<file path="src/rtl/lcd_text_ctrl_if.sv">
// Bus between the clock/alarm datapath (master) and the character LCD controller (slave).
// With LCD_CURSOR_EN defined the bus also carries the cursor position and enable.
interface lcd_text_ctrl_if #(
    parameter int COLS  = 16,
    parameter int LINES = 2
);
    logic [LINES*COLS*8-1:0] charBuf_i;
    logic                    refresh_i;
`ifdef LCD_CURSOR_EN
    logic [1:0]              cursorLine_i;
    logic [4:0]              cursorCol_i;
    logic [0:0]              cursorOn_i;
`endif
    logic                    ready_o;
    logic                    busy_o;
    logic                    frameDone_o;
    logic                    lcdRs_o;
    logic                    lcdRw_o;
    logic                    lcdE_o;
    logic [7:0]              lcdData_o;

`ifdef LCD_CURSOR_EN
    modport master (
        output charBuf_i, refresh_i, cursorLine_i, cursorCol_i, cursorOn_i,
        input  ready_o, busy_o, frameDone_o, lcdRs_o, lcdRw_o, lcdE_o, lcdData_o
    );
    modport slave (
        input  charBuf_i, refresh_i, cursorLine_i, cursorCol_i, cursorOn_i,
        output ready_o, busy_o, frameDone_o, lcdRs_o, lcdRw_o, lcdE_o, lcdData_o
    );
`else
    modport master (
        output charBuf_i, refresh_i,
        input  ready_o, busy_o, frameDone_o, lcdRs_o, lcdRw_o, lcdE_o, lcdData_o
    );
    modport slave (
        input  charBuf_i, refresh_i,
        output ready_o, busy_o, frameDone_o, lcdRs_o, lcdRw_o, lcdE_o, lcdData_o
    );
`endif
endinterface

</file>
<file path="src/rtl/lcd_text_ctrl.sv">
// HD44780-class LCD controller: power-up init, then LINES x COLS frames from a snapshot of the buffer.
// Optional macro LCD_CURSOR_EN: display-control refresh and a cursor address slot in every frame.
module lcd_text_ctrl #(
    parameter int COLS         = 16,
    parameter int LINES        = 2,
    parameter int INIT_WAIT    = 70,
    parameter int WRITE_CYC    = 20,
    parameter int E_HIGH       = 8,
    parameter int CLEAR_WAIT   = 400,
    parameter int AUTO_REFRESH = 1
) (
    input  logic           clk_i,
    input  logic           rst_ni,
    lcd_text_ctrl_if.slave bus
);
    localparam int MAX_WAIT = (INIT_WAIT > CLEAR_WAIT) ? INIT_WAIT : CLEAR_WAIT;
    localparam int MAX_CNT  = (MAX_WAIT > WRITE_CYC) ? MAX_WAIT : WRITE_CYC;
    localparam int CNT_W    = $clog2(MAX_CNT + 1);
    localparam int BUF_W    = LINES * COLS * 8;
    localparam logic [7:0] FUNC_CMD = (LINES == 1) ? 8'h30 : 8'h38;

    typedef enum logic [3:0] {
        POWER_WAIT, FUNC_SET, DISP_CTRL, ENTRY_MODE, CLEAR, CLEAR_HOLD,
        IDLE, SET_ADDR, WRITE_CHAR, CURSOR_ADDR
    } state_e;

    state_e           state_q;
    logic [CNT_W-1:0] cnt_q;
    logic [4:0]       col_q;
    logic [1:0]       line_q;
    logic [BUF_W-1:0] buf_q;
    logic             pending_q;
    logic             ready_q;
    logic             busy_q;
    logic             frameDone_q;
    logic             lcdRs_q;
    logic             lcdE_q;
    logic [7:0]       lcdData_q;

    logic             slotState;
    logic             slotEnd;
    logic             startFrame;
    logic [7:0]       dispCmd;

    function automatic logic [6:0] lineBase(input logic [1:0] l);
        case (l)
            2'd0:    lineBase = 7'h00;
            2'd1:    lineBase = 7'h40;
            2'd2:    lineBase = 7'h14;
            default: lineBase = 7'h54;
        endcase
    endfunction

`ifdef LCD_CURSOR_EN
    assign dispCmd = bus.cursorOn_i[0] ? 8'h0F : 8'h0C;
`else
    assign dispCmd = 8'h0C;
`endif

    assign slotState  = state_q inside {FUNC_SET, DISP_CTRL, ENTRY_MODE, CLEAR,
                                        SET_ADDR, WRITE_CHAR, CURSOR_ADDR};
    assign slotEnd    = (cnt_q == CNT_W'(WRITE_CYC - 1));
    assign startFrame = (AUTO_REFRESH != 0) || bus.refresh_i || pending_q;

    // Every bus write is one slot: RS/DATA change only on the edge that opens the next slot.
    always_ff @(posedge clk_i or negedge rst_ni) begin
        if (!rst_ni) begin
            state_q     <= POWER_WAIT;
            cnt_q       <= '0;
            col_q       <= '0;
            line_q      <= '0;
            buf_q       <= '0;
            pending_q   <= 1'b0;
            ready_q     <= 1'b0;
            busy_q      <= 1'b0;
            frameDone_q <= 1'b0;
            lcdRs_q     <= 1'b0;
            lcdE_q      <= 1'b0;
            lcdData_q   <= 8'h00;
        end else begin
            frameDone_q <= 1'b0;
            lcdE_q      <= slotState && (cnt_q < CNT_W'(E_HIGH));
            if (bus.refresh_i && state_q != IDLE) begin
                pending_q <= 1'b1;
            end
            if (slotState) begin
                cnt_q <= slotEnd ? '0 : cnt_q + 1'b1;
            end
            case (state_q)
                POWER_WAIT: begin
                    if (cnt_q == CNT_W'(INIT_WAIT - 1)) begin
                        state_q   <= FUNC_SET;
                        cnt_q     <= '0;
                        lcdRs_q   <= 1'b0;
                        lcdData_q <= FUNC_CMD;
                    end else begin
                        cnt_q <= cnt_q + 1'b1;
                    end
                end
                FUNC_SET: if (slotEnd) begin
                    state_q   <= DISP_CTRL;
                    lcdData_q <= dispCmd;
                end
                // Busy distinguishes the per-frame display-control resend from the init one.
                DISP_CTRL: if (slotEnd) begin
                    if (busy_q) begin
                        state_q   <= SET_ADDR;
                        lcdData_q <= 8'h80 | {1'b0, lineBase(2'd0)};
                    end else begin
                        state_q   <= ENTRY_MODE;
                        lcdData_q <= 8'h06;
                    end
                end
                ENTRY_MODE: if (slotEnd) begin
                    state_q   <= CLEAR;
                    lcdData_q <= 8'h01;
                end
                CLEAR: if (slotEnd) begin
                    state_q <= CLEAR_HOLD;
                end
                CLEAR_HOLD: begin
                    if (cnt_q == CNT_W'(CLEAR_WAIT - 1)) begin
                        state_q <= IDLE;
                        cnt_q   <= '0;
                        ready_q <= 1'b1;
                    end else begin
                        cnt_q <= cnt_q + 1'b1;
                    end
                end
                IDLE: if (startFrame) begin
                    busy_q    <= 1'b1;
                    pending_q <= 1'b0;
                    buf_q     <= bus.charBuf_i;
                    line_q    <= '0;
                    col_q     <= '0;
                    cnt_q     <= '0;
                    lcdRs_q   <= 1'b0;
`ifdef LCD_CURSOR_EN
                    state_q   <= DISP_CTRL;
                    lcdData_q <= dispCmd;
`else
                    state_q   <= SET_ADDR;
                    lcdData_q <= 8'h80 | {1'b0, lineBase(2'd0)};
`endif
                end
                SET_ADDR: if (slotEnd) begin
                    state_q   <= WRITE_CHAR;
                    col_q     <= '0;
                    lcdRs_q   <= 1'b1;
                    lcdData_q <= buf_q[7:0];
                    buf_q     <= buf_q >> 8;
                end
                // The snapshot is consumed by shifting, so characters leave in buffer order.
                WRITE_CHAR: if (slotEnd) begin
                    if (col_q != 5'(COLS - 1)) begin
                        col_q     <= col_q + 5'd1;
                        lcdData_q <= buf_q[7:0];
                        buf_q     <= buf_q >> 8;
                    end else if (line_q != 2'(LINES - 1)) begin
                        line_q    <= line_q + 2'd1;
                        col_q     <= '0;
                        state_q   <= SET_ADDR;
                        lcdRs_q   <= 1'b0;
                        lcdData_q <= 8'h80 | {1'b0, lineBase(line_q + 2'd1)};
                    end else begin
`ifdef LCD_CURSOR_EN
                        state_q   <= CURSOR_ADDR;
                        lcdRs_q   <= 1'b0;
                        lcdData_q <= 8'h80 | {1'b0, lineBase(bus.cursorLine_i) + {2'b00, bus.cursorCol_i}};
`else
                        state_q     <= IDLE;
                        busy_q      <= 1'b0;
                        frameDone_q <= 1'b1;
`endif
                    end
                end
                CURSOR_ADDR: if (slotEnd) begin
                    state_q     <= IDLE;
                    busy_q      <= 1'b0;
                    frameDone_q <= 1'b1;
                end
                default: state_q <= POWER_WAIT;
            endcase
        end
    end

    assign bus.ready_o     = ready_q;
    assign bus.busy_o      = busy_q;
    assign bus.frameDone_o = frameDone_q;
    assign bus.lcdRs_o     = lcdRs_q;
    assign bus.lcdRw_o     = 1'b0;
    assign bus.lcdE_o      = lcdE_q;
    assign bus.lcdData_o   = lcdData_q;
endmodule

</file>
<file path="src/flat_wrapper.sv">
// flat-port wrapper written by rule: the top's interface ports become plain ports
module lcd_text_ctrl_flat 
#(
    parameter int COLS         = 16,
    parameter int LINES        = 2,
    parameter int INIT_WAIT    = 70,
    parameter int WRITE_CYC    = 20,
    parameter int E_HIGH       = 8,
    parameter int CLEAR_WAIT   = 400,
    parameter int AUTO_REFRESH = 1
)
  (clk_i, rst_ni, bus_charBuf_i, bus_refresh_i, bus_ready_o, bus_busy_o, bus_frameDone_o, bus_lcdRs_o, bus_lcdRw_o, bus_lcdE_o, bus_lcdData_o);
  lcd_text_ctrl_if #(.COLS(COLS), .LINES(LINES)) bus_i ();
  input  logic clk_i;
  input  logic rst_ni;
  input wire logic [$bits(bus_i.charBuf_i)-1:0] bus_charBuf_i;
  input wire logic [$bits(bus_i.refresh_i)-1:0] bus_refresh_i;
  output wire logic [$bits(bus_i.ready_o)-1:0] bus_ready_o;
  output wire logic [$bits(bus_i.busy_o)-1:0] bus_busy_o;
  output wire logic [$bits(bus_i.frameDone_o)-1:0] bus_frameDone_o;
  output wire logic [$bits(bus_i.lcdRs_o)-1:0] bus_lcdRs_o;
  output wire logic [$bits(bus_i.lcdRw_o)-1:0] bus_lcdRw_o;
  output wire logic [$bits(bus_i.lcdE_o)-1:0] bus_lcdE_o;
  output wire logic [$bits(bus_i.lcdData_o)-1:0] bus_lcdData_o;
  assign bus_i.charBuf_i = bus_charBuf_i;
  assign bus_i.refresh_i = bus_refresh_i;
  assign bus_ready_o = bus_i.ready_o;
  assign bus_busy_o = bus_i.busy_o;
  assign bus_frameDone_o = bus_i.frameDone_o;
  assign bus_lcdRs_o = bus_i.lcdRs_o;
  assign bus_lcdRw_o = bus_i.lcdRw_o;
  assign bus_lcdE_o = bus_i.lcdE_o;
  assign bus_lcdData_o = bus_i.lcdData_o;
  lcd_text_ctrl #(.COLS(COLS), .LINES(LINES), .INIT_WAIT(INIT_WAIT), .WRITE_CYC(WRITE_CYC), .E_HIGH(E_HIGH), .CLEAR_WAIT(CLEAR_WAIT), .AUTO_REFRESH(AUTO_REFRESH)) u_core (.clk_i(clk_i), .rst_ni(rst_ni), .bus(bus_i));
endmodule
</file>
<file path="config.mk">
export PLATFORM = sky130hd
export DESIGN_NAME = lcd_text_ctrl_flat
export DESIGN_NICKNAME = d
export VERILOG_FILES = /design/src/rtl/lcd_text_ctrl_if.sv /design/src/rtl/lcd_text_ctrl.sv /design/src/flat_wrapper.sv
export SDC_FILE = /design/constraint.sdc
export NUM_CORES = 1
export LEC_CHECK = 0
export CORE_UTILIZATION = 45
export DETAILED_ROUTE_END_ITERATION = 10
export HOLD_SLACK_MARGIN = 0.15
export PLACE_DENSITY = 0.7
export SLEW_MARGIN = 15
export SYNTH_ARGS = -nofsm -noshare
export SYNTH_HDL_FRONTEND = slang
export SYNTH_SLANG_ARGS = --single-unit
</file>
<file path="constraint.sdc">
create_clock -name clk_i -period 3.2 [get_ports clk_i]
set_input_delay 0.48 -clock clk_i [delete_from_list [all_inputs] [get_ports clk_i]]
set_output_delay 0.48 -clock clk_i [all_outputs]
set_load 0.02 [all_outputs]
</file>
==> run summary, run 1 <==
Main metrics from the flow reports.

Per the post-place timing report, worst setup slack is 0.636 ns. The total of endpoints with negative setup slack in the final report came out at 0. The synthesis-to-layout area growth is 30.3%. The power report puts the leakage power at 0.00953 uW. The arrival time of data at the worst endpoint is listed as 3.01 ns. The final worst setup slack came out at 0.558 ns. The global-route wire length before repair is 54500 um. The clock latency on the worst-skew pair came out at 0.50 ns. The synthesized area came out at 13800 um^2. The remaining antenna violation count after routing came out at 0. The maximum fanout encountered on the critical timing path came out at 33. The worst min-delay path startpoint is u_core.buf_q[254]. The final RePlAce weighted congestion came out at 0.898. The compound-gate portion of the synthesized area came out at 12.7%.

The clock tree from TritonCTS is yes. The number of pins exceeding their max-slew limit in the final report is 0. Entering global routing, the biggest net connects 161 pins. The run finished with clean final reports.

After clock tree synthesis, the flow added hold-fix buffers numbering 1. Per the OpenROAD floorplan log, the area of the die is 31400 um^2. According to the floorplan report, the die height is 177 um. Looking at the reg2reg group, the worst path ends at u_core.buf_q[4].

The element type at the critical path start is a flop. The hold-critical path depth is 2.
[run 1: layer usage]
layer  GRT usage, %  wire length, um
met5              0               13
met4           7.61              774
met3           6.06             2390
met2           35.3            16000
met1           27.9            14200
[run 1: placed cells by master (no fill, tap or decap), types with 3 or more instances in the layout]
| cell type | n |
|---|---|
| mux2_1 | 6 |
| nand2_1 | 285 |
| clkbuf_8 | 13 |
| inv_1 | 6 |
| nor3_1 | 6 |
| buf_12 | 13 |
| clkbuf_1 | 5 |
| a21oi_1 | 17 |
| clkbuf_16 | 34 |
| nor3b_1 | 3 |
| clkinv_2 | 4 |
| nand3_1 | 18 |
| nor2_1 | 12 |
| xor2_1 | 4 |
| a22o_1 | 7 |
| clkdlybuf4s50_1 | 269 |
| o31ai_1 | 4 |
| ha_1 | 4 |
| a2bb2oi_1 | 3 |
| dfrtp_1 | 289 |
| o21ai_1 | 251 |
| a31oi_1 | 4 |
| nor2b_1 | 3 |
| diode_2 | 8 |
| and3_1 | 3 |
| o21ai_0 | 7 |
| mux2i_1 | 249 |
| nand2b_1 | 4 |
| buf_4 | 9 |
[run 1: synthesized netlist by cell type (all sizes together), types with 3 or more instances]
library cell	instances	area, um^2
nand4	3	33.8
nand2b	4	25.0
nor3b	3	22.5
o31ai	4	30.0
a31oi	4	25.0
or3	3	23.8
a2bb2oi	3	26.3
or2	3	18.8
and3	3	18.8
inv	6	22.5
nor2b	3	18.8
clkbuf	34	128
ha	4	50.1
o21ai	259	1300
nor3	9	66.3
nand3	20	110
a22o	7	61.3
xor2	4	35.0
buf	65	347
mux2i	249	2490
mux2	9	105
nor2	14	60.1
a21oi	17	85.1
nand2	285	1070
dfrtp	289	7230
[run 1: cells by family after synthesis]
family,after synthesis
AOI/OAI and AO/OA,317
xor gates and xnor gates,6
adders and majority gates,4
buffers and inverters,105
DFF,289
muxes,258
other,1
and+or+nand+nor,365
[run 1: metrics by stage]
step,area (um^2),utilization (%),hold slack [ns]
after CTS,18000,60.0,0.468
after global placement,16900,56.4,0.451
after floorplan,13800,-,0.184
after detailed placement,16900,56.4,0.454
after global routing,18000,60.1,0.487
final,18000,60.1,0.462
[run 1: final cells by class]
cell class	instances	area [um^2]	area share [%]
flip-flops and latches	289	7230	40.2
multi-input cells	951	6100	33.9
repair buffers	293	3050	16.9
clock buffers	52	1050	5.83
well taps	390	488	2.71
clock inverters	5	36.3	0.202
inverters	6	22.5	0.125
diodes	8	20.0	0.111
[run 1: registers in the layout, indices dropped and copies added, names as in the netlist]
register,flops
u_core.buf_q,256
u_core.bus.busy_o,1
u_core.bus.frameDone_o,1
u_core.bus.lcdData_o,8
u_core.bus.lcdE_o,1
u_core.bus.lcdRs_o,1
u_core.bus.ready_o,1
u_core.cnt_q,9
u_core.col_q,5
u_core.line_q,2
u_core.state_q,4
[run 1: report_power, final]
part | total [uW] | switching [uW] | internal, uW
Sequential | 3660 | 0 | 3660
Clock | 3720 | 1470 | 2250
Combinational | 506 | 171 | 336
[run 1: worst max-delay path, cell delays in order (launching register included)]
cell and delay [ns]:
dfrtp_1 0.76, nand2_1 0.34, nor3_2 0.47, nor2_4 0.18, buf_4 0.35, mux2i_1 0.30
o21ai_1 0.09
Run 1, signal metal coverage by tile:
Scale bar: 50 um. 35 x 35 tiles, from dark blue (low) to red (high), scaled to the fullest tile. Values are wire area over tile area, all layers added.
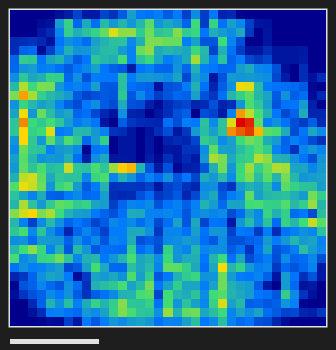
mean over tiles = 0.17
fullest tile = 0.60
nearly empty tiles = 7.1%

Run 1, signal wires on met3:
Scale bar: 50 um.
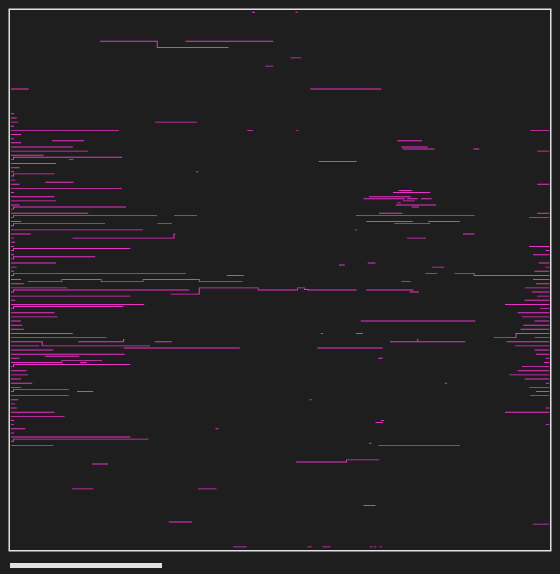
wire length on this layer = 2390 um
longest straight run = 57.5 um
main direction = horizontal
vias post-DR: 10300
global routing usage on met3: 6.06%
total wire length: 33400 um

Run 1, clock nets:
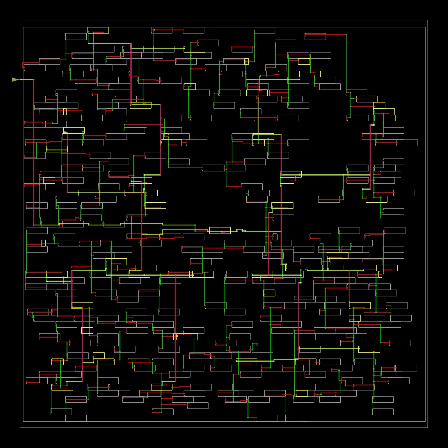
sinks on the clock net: 289
Final Skew: 0.0161 ns
clock buffers: 52
clock buffers created by TritonCTS: 34

Run 1, metal 1:
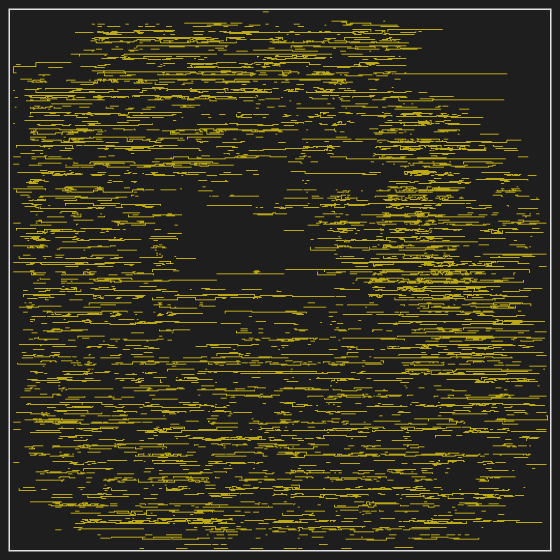
share of all routed wire = 43%
main direction = horizontal
wire length on this layer = 14200 um
nets with wire on the layer = 1667
longest straight run = 52.2 um

Run 1, placement by cell class:
Fill, decap, tap and diode cells in grey.
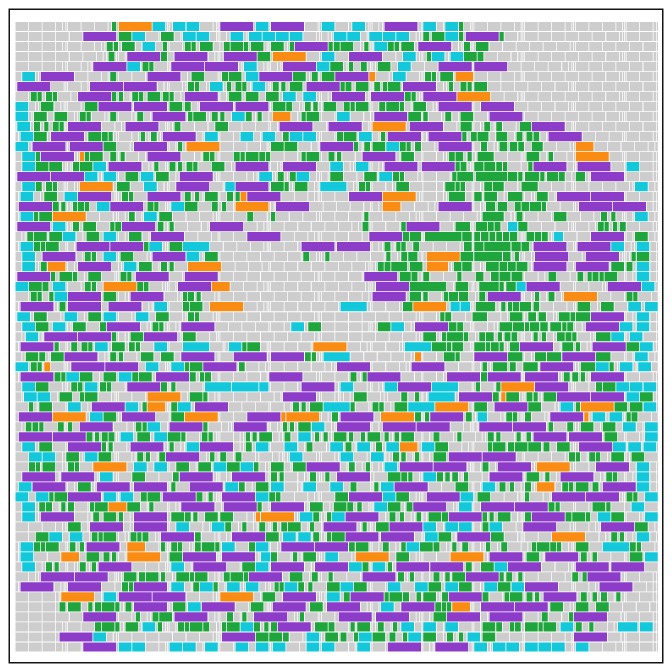

==> run 2, diff against run 1 <==
--- a/config.mk
+++ b/config.mk
@@ -8,7 +8,7 @@
 export CORE_UTILIZATION = 45
 export DETAILED_ROUTE_END_ITERATION = 10
 export HOLD_SLACK_MARGIN = 0.15
-export PLACE_DENSITY = 0.7
+export PLACE_DENSITY = 0.73
 export SLEW_MARGIN = 15
 export SYNTH_ARGS = -nofsm -noshare
 export SYNTH_HDL_FRONTEND = slang
==> constraint.sdc (replaced) <==
create_clock -name clk_i -period 2.2 [get_ports clk_i]
set_input_delay 0.33 -clock clk_i [delete_from_list [all_inputs] [get_ports clk_i]]
set_output_delay 0.33 -clock clk_i [all_outputs]
set_load 0.02 [all_outputs]
Run 2, placement by cell class:
Fill, decap, tap and diode cells in grey.
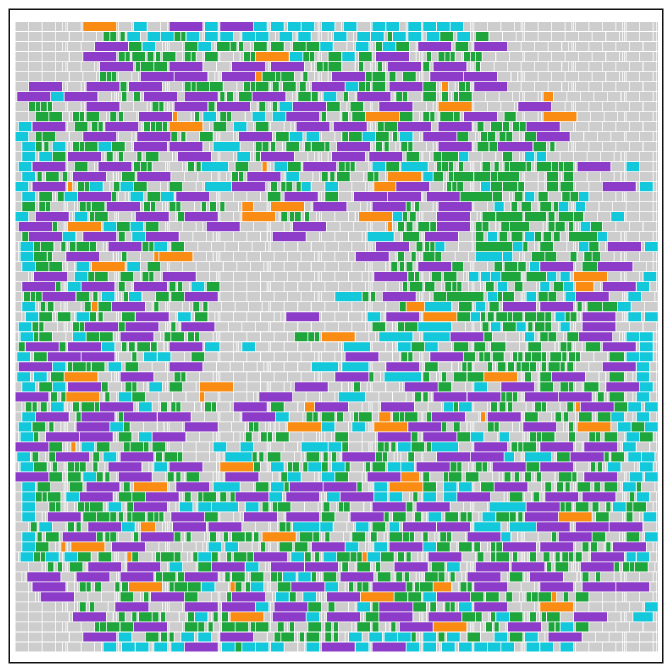
all other logic -> green  # cells 957, share of their area 34%
flip-flops -> purple  # cells 289, share of their area 40%
clock drivers and dummy loads -> orange  # cells 61, share of their area 5.7%
other buffers and delay cells -> cyan  # cells 343, share of their area 20%

==> run summary, run 2 <==
Main metrics from the flow reports.

Yosys attributes the largest share of cell area to dfrtp_1, mux2i_1, o21ai_1, nand2_1, buf_2. The switching share of power is 21.7% (+0.81 points). The clock network fraction of total power is 46.3% (-0.9 points). The run finished with clean final reports. The arrival time of the worst setup path was 2.48 ns (-0.53 ns). The aggregate routed wire length is 33900 um (+1.4%). The area of all sequential standard cells is 7230 um^2 (about the same). The final worst clock skew came to 0.0158 ns (-0.000313 ns). STA lists the endpoint of the worst register-to-register path as u_core.state_q[0]. dfrtp_1 is the most common cell in the netlist.

The synthesis-to-layout area growth is 34.1%. The count of clock tree sinks came to 289 (unchanged). The die boundary height is 177 um (unchanged).

The largest register by flop count is u_core.buf_q. The combinational gate area came out at 6120 um^2 (+0.33%). The synthesis run shows the most used standard cells to be dfrtp_1, nand2_1, o21ai_1. The CTS buffer count came out at 34 (unchanged).

The area of the die came out at 31400 um^2 (unchanged). The post-route standard cell area excluding fillers came out at 18500 um^2 (+3.0%). The remaining antenna violation count after routing is 0 (unchanged). TritonCTS built the clock tree.

By instance count after routing, the leading logic cell types are dfrtp_1, nand2_1, clkdlybuf4s50_1. The proportion of netlist area held by the largest area contributor came out at 52.4% (unchanged). The post-detailed-placement cell area is 17400 um^2 (+2.9%). The total of endpoints with negative setup slack in the final report was 0 (unchanged).
-- run 2: cell counts after synthesis --
No cell type changed its count.
-- run 2: worst max-delay path, stage by stage (launching register included) --
cell and delay, ns:
dfrtp_1 0.48, or4b_1 0.61, buf_4 0.22, nor2_4 0.18, a211oi_4 0.08, nand3_2 0.12
mux2_4 0.29
-- run 2: metrics by stage --
stage | setup slack [ns] | util, %
6_report | 0.102 | 61.9
3_5_place_dp | 0.0461 | 58.0
2_1_floorplan | 0.164 | -
4_1_cts | 0.0323 | 61.5
5_1_grt | 0.00127 | 61.8
3_3_place_gp | 0.0546 | 58.0
-- run 2: kinds of logic after synthesis --
group,share of synthesized area (%)
AND/OR/NAND/NOR,11.7
XOR/XNOR,0.380
buffers and inverters,3.60
other,0.0271
multiplexers,18.8
flip-flops,52.4
adder cells (fa/ha/maj),0.362
AND-OR/OR-AND,12.7
-- run 2: timing repair --
item | 4_1_cts | 5_1_grt
resized | 0 | 12
hold endpoints to repair | 45 | 0
endpoints found under the setup margin | 0 | 24
hold buffers | 1 | 0
buffers inserted | 0 | 3
-- run 2: worst max-delay path by stage --
| stage | slack, ns | from | endpoint |
|---|---|---|---|
| finish | 0.10 | u_core.state_q[2] | u_core.state_q[0] |
| global route | 0.001 | u_core.col_q[0] | u_core.bus.lcdData_o[3] |
| CTS | 0.03 | u_core.cnt_q[6] | u_core.cnt_q[7] |
| detailed placement | 0.05 | u_core.cnt_q[6] | u_core.cnt_q[7] |
| global placement | 0.05 | u_core.cnt_q[6] | u_core.cnt_q[8] |
| floorplan | 0.16 | u_core.cnt_q[0] | u_core.buf_q[0] |
-- run 2: final cells by class --
cell class | count | share of cell area (%)
Sequential cell | 289 | 39.0
Multi-Input combinational cell | 951 | 33.1
Clock buffer | 52 | 5.17
Tap cell | 390 | 2.63
Clock inverter | 9 | 0.405
Antenna cell | 6 | 0.0810
Inverter | 6 | 0.122
Timing Repair Buffer | 343 | 19.5
-- run 2: power groups by stage --
stage	Sequential, uW	Clock (uW)	Combinational [uW]
global route	5310	5590	819
global placement	5410	0	748
floorplan	5410	0	133
finish	5320	5220	748
CTS	5320	5360	764
detailed placement	5410	0	757
-- run 2: layer usage --
metal  global-route usage (%)  part of all wire, %  up-vias
li1                         -                    -     5263
met1                     27.8                   43     4958
met2                     36.5                   48      241
met3                     6.16                  7.0       57
met4                     7.18                  2.7        2
met5                        0                0.027        -
Run 2, signal metal coverage by tile:
Scale bar: 50 um. 35 x 35 tiles, from dark blue (low) to red (high), scaled to the fullest tile. Values are wire area over tile area, all layers added.
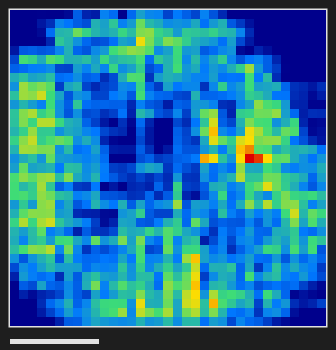

==> run 3, diff against run 2 <==
--- a/config.mk
+++ b/config.mk
@@ -7,6 +7,7 @@
 export LEC_CHECK = 0
 export CORE_UTILIZATION = 45
 export DETAILED_ROUTE_END_ITERATION = 10
+export GPL_ROUTABILITY_DRIVEN = 0
 export HOLD_SLACK_MARGIN = 0.15
 export PLACE_DENSITY = 0.73
 export SLEW_MARGIN = 15
Run 3, signal metal coverage by tile:
Scale bar: 50 um. 35 x 35 tiles, from dark blue (low) to red (high), scaled to the fullest tile. Values are wire area over tile area, all layers added.
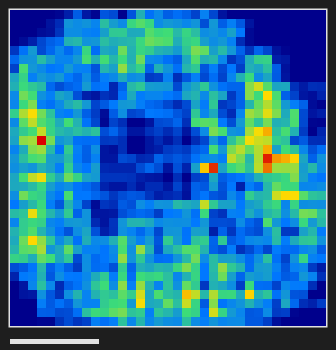
mean over tiles = 0.18
fullest tile = 0.62
emptiest ninth of the die = top right
nearly empty tiles = 8.9%
tiles over half the peak = 12%
GRT Overall Usage: 22.5%
Wirelength per Cell: 16.9 um
vias post-DR: 10700
total wire length: 34700 um

==> run summary, run 3 <==
Main metrics from the flow reports.

Yosys reports that the most numerous cell types are dfrtp_1, nand2_1, o21ai_1. The initialized floorplan defines 63 standard-cell rows. The die boundary height is 177 um (unchanged).

The arrival time of the worst setup path came out at 2.52 ns (+0.04 ns). The detailed-route wire length on metal 1 is 14600 um (+0.58%). The proportion of netlist area held by the largest area contributor is 52.4% (unchanged). The area of the die is 31400 um^2 (unchanged). The post-detailed-placement cell area was 17500 um^2 (+0.65%). Synthesis inferred 289 register bits. The area figure in the yosys stat output came out at 13800 um^2.

u_core.buf_q holds more flip-flops than any other register. The main area contributors are dfrtp_1, mux2i_1, o21ai_1, nand2_1, buf_2. The synthesis-to-layout area growth is 35.1%.

The via density per instance is 5.20. The initial DRC count came out at 654. The library cells used most frequently in the layout, excluding fill and tap cells, are dfrtp_1, nand2_1, clkdlybuf4s50_1. The wire length on met2 came out at 16500 um (+2.4%). Yosys mapped a number of flops with a built-in enable equal to 0. The post-route standard cell area excluding fillers was 18700 um^2 (+0.73%). For this run the top cell type by instance count after synthesis was dfrtp_1. By startpoint and endpoint, the worst setup path is classified as flop to flop. The total of endpoints with negative setup slack in the final report came out at 0 (unchanged). The final worst clock skew came to 0.0190 ns (+0.00328 ns).

The number of warnings issued by yosys came out at 0. In the placement report, post-DP HPWL is listed as 25100 um. The clock network fraction of total power came out at 48.0% (+1.7 points). Looking at the clock tree report, the root buffer type is clkbuf_16. The remaining antenna violation count after routing was 0 (unchanged). The yosys stat cell total is 1345. The switching share of power is 21.0% (-0.71 points). The maximum buffer depth of the clock tree came out at 3.

TritonCTS built the clock tree. The first global-routing pass estimated 55900 um of wire. The CTS buffer count came to 34 (unchanged).

The count of clock tree sinks is 289 (unchanged). The clock-pin transition on the worst setup and hold timing paths came out at 0.06 ns. The capture point of the worst register-to-register path is recorded as u_core.state_q[3]. The detailed router used layers up to and including met5. The met3 wire length is 2630 um (+11%). The worst relative slew slack is 48.3%. The flow ran to the end, and the final reports show no timing, DRC or antenna violations.
==> run 3: cell counts after synthesis <==
Identical to the previous run, type by type.
==> run 3: worst max-delay path by stage <==
| stage | startpoint | end | slack (ns) | cells after the start |
|---|---|---|---|---|
| floorplan | u_core.cnt_q[0] | u_core.buf_q[0] | 0.16 | 8 |
| global placement | u_core.cnt_q[6] | u_core.cnt_q[7] | 0.07 | 5 |
| detailed placement | u_core.state_q[2] | u_core.buf_q[106] | 0.04 | 6 |
| CTS | u_core.state_q[2] | u_core.buf_q[106] | 0.02 | 6 |
| global route | u_core.cnt_q[1] | u_core.state_q[3] | -0.04 | 7 |
| finish | u_core.cnt_q[1] | u_core.state_q[3] | 0.06 | 7 |
==> run 3: logic make-up (layout without fill, tap and decap cells) <==
kind of cell | Yosys count | in the layout | synth area share [%]
adders and majority gates | 4 | 4 | 0.362
and+or+nand+nor | 365 | 365 | 11.7
xor gates and xnor gates | 6 | 6 | 0.380
other | 1 | 6 | 0.0271
buffers and inverters | 105 | 421 | 3.60
DFF | 289 | 289 | 52.4
AOI/OAI and AO/OA | 317 | 317 | 12.7
muxes | 258 | 258 | 18.8
==> run 3: worst max-delay path: stages, from the launching register on <==
cell and delay (ns):
dfrtp_1 0.39, ha_2 0.23, nor4b_4 0.33, nand3_2 0.28
a211oi_4 0.35, nand3_2 0.13, buf_4 0.16, a22o_1 0.17
==> run 3: layer usage <==
| layer | vias to the layer above | track usage (%) |
|---|---|---|
| li1 | 5283 | - |
| met1 | 5067 | 28.4 |
| met2 | 278 | 37.2 |
| met3 | 69 | 6.57 |
| met4 | 2 | 6.86 |
| met5 | - | 0 |
==> run 3: cell type report <==
cell class,count,area [um^2]
antenna,5,12.5
clock buffer,50,1010
clock inverter,9,103
fill,2455,11300
inverter,6,22.5
multi-input combinational,951,6110
sequential,289,7240
tap,390,488
timing repair buffer,356,3680
==> run 3: repair_timing <==
| item | CTS | global route |
|---|---|---|
| endpoints found under the hold margin | 49 | 0 |
| gates resized | 0 | 8 |
| setup endpoints to repair | 0 | 199 |
| buffers inserted | 0 | 1 |
| hold buffers | 1 | 0 |
==> run 3: power by group through the flow <==
stage               Sequential, uW  Clock, uW  Combinational, uW
floorplan                     5410          0                133
global placement              5410          0                759
detailed placement            5410          0                768
CTS                           5320       5740                775
global route                  5310       5970                831
finish                        5320       5610                760
==> run 3: metrics by stage <==
step | hold slack (ns) | std cells | util (%) | setup WS [ns] | TNS [ns]
floorplan | 0.0344 | 1345 | - | 0.164 | 0
global placement | 0.306 | 1989 | 58.4 | 0.0735 | 0
detailed placement | 0.311 | 1989 | 58.4 | 0.0356 | 0
CTS | 0.348 | 2049 | 62.1 | 0.0184 | 0
global route | 0.368 | 2053 | 62.3 | -0.0357 | -0.128
finish | 0.363 | 2056 | 62.3 | 0.0555 | 0
Power and IR drop assume default switching activity.
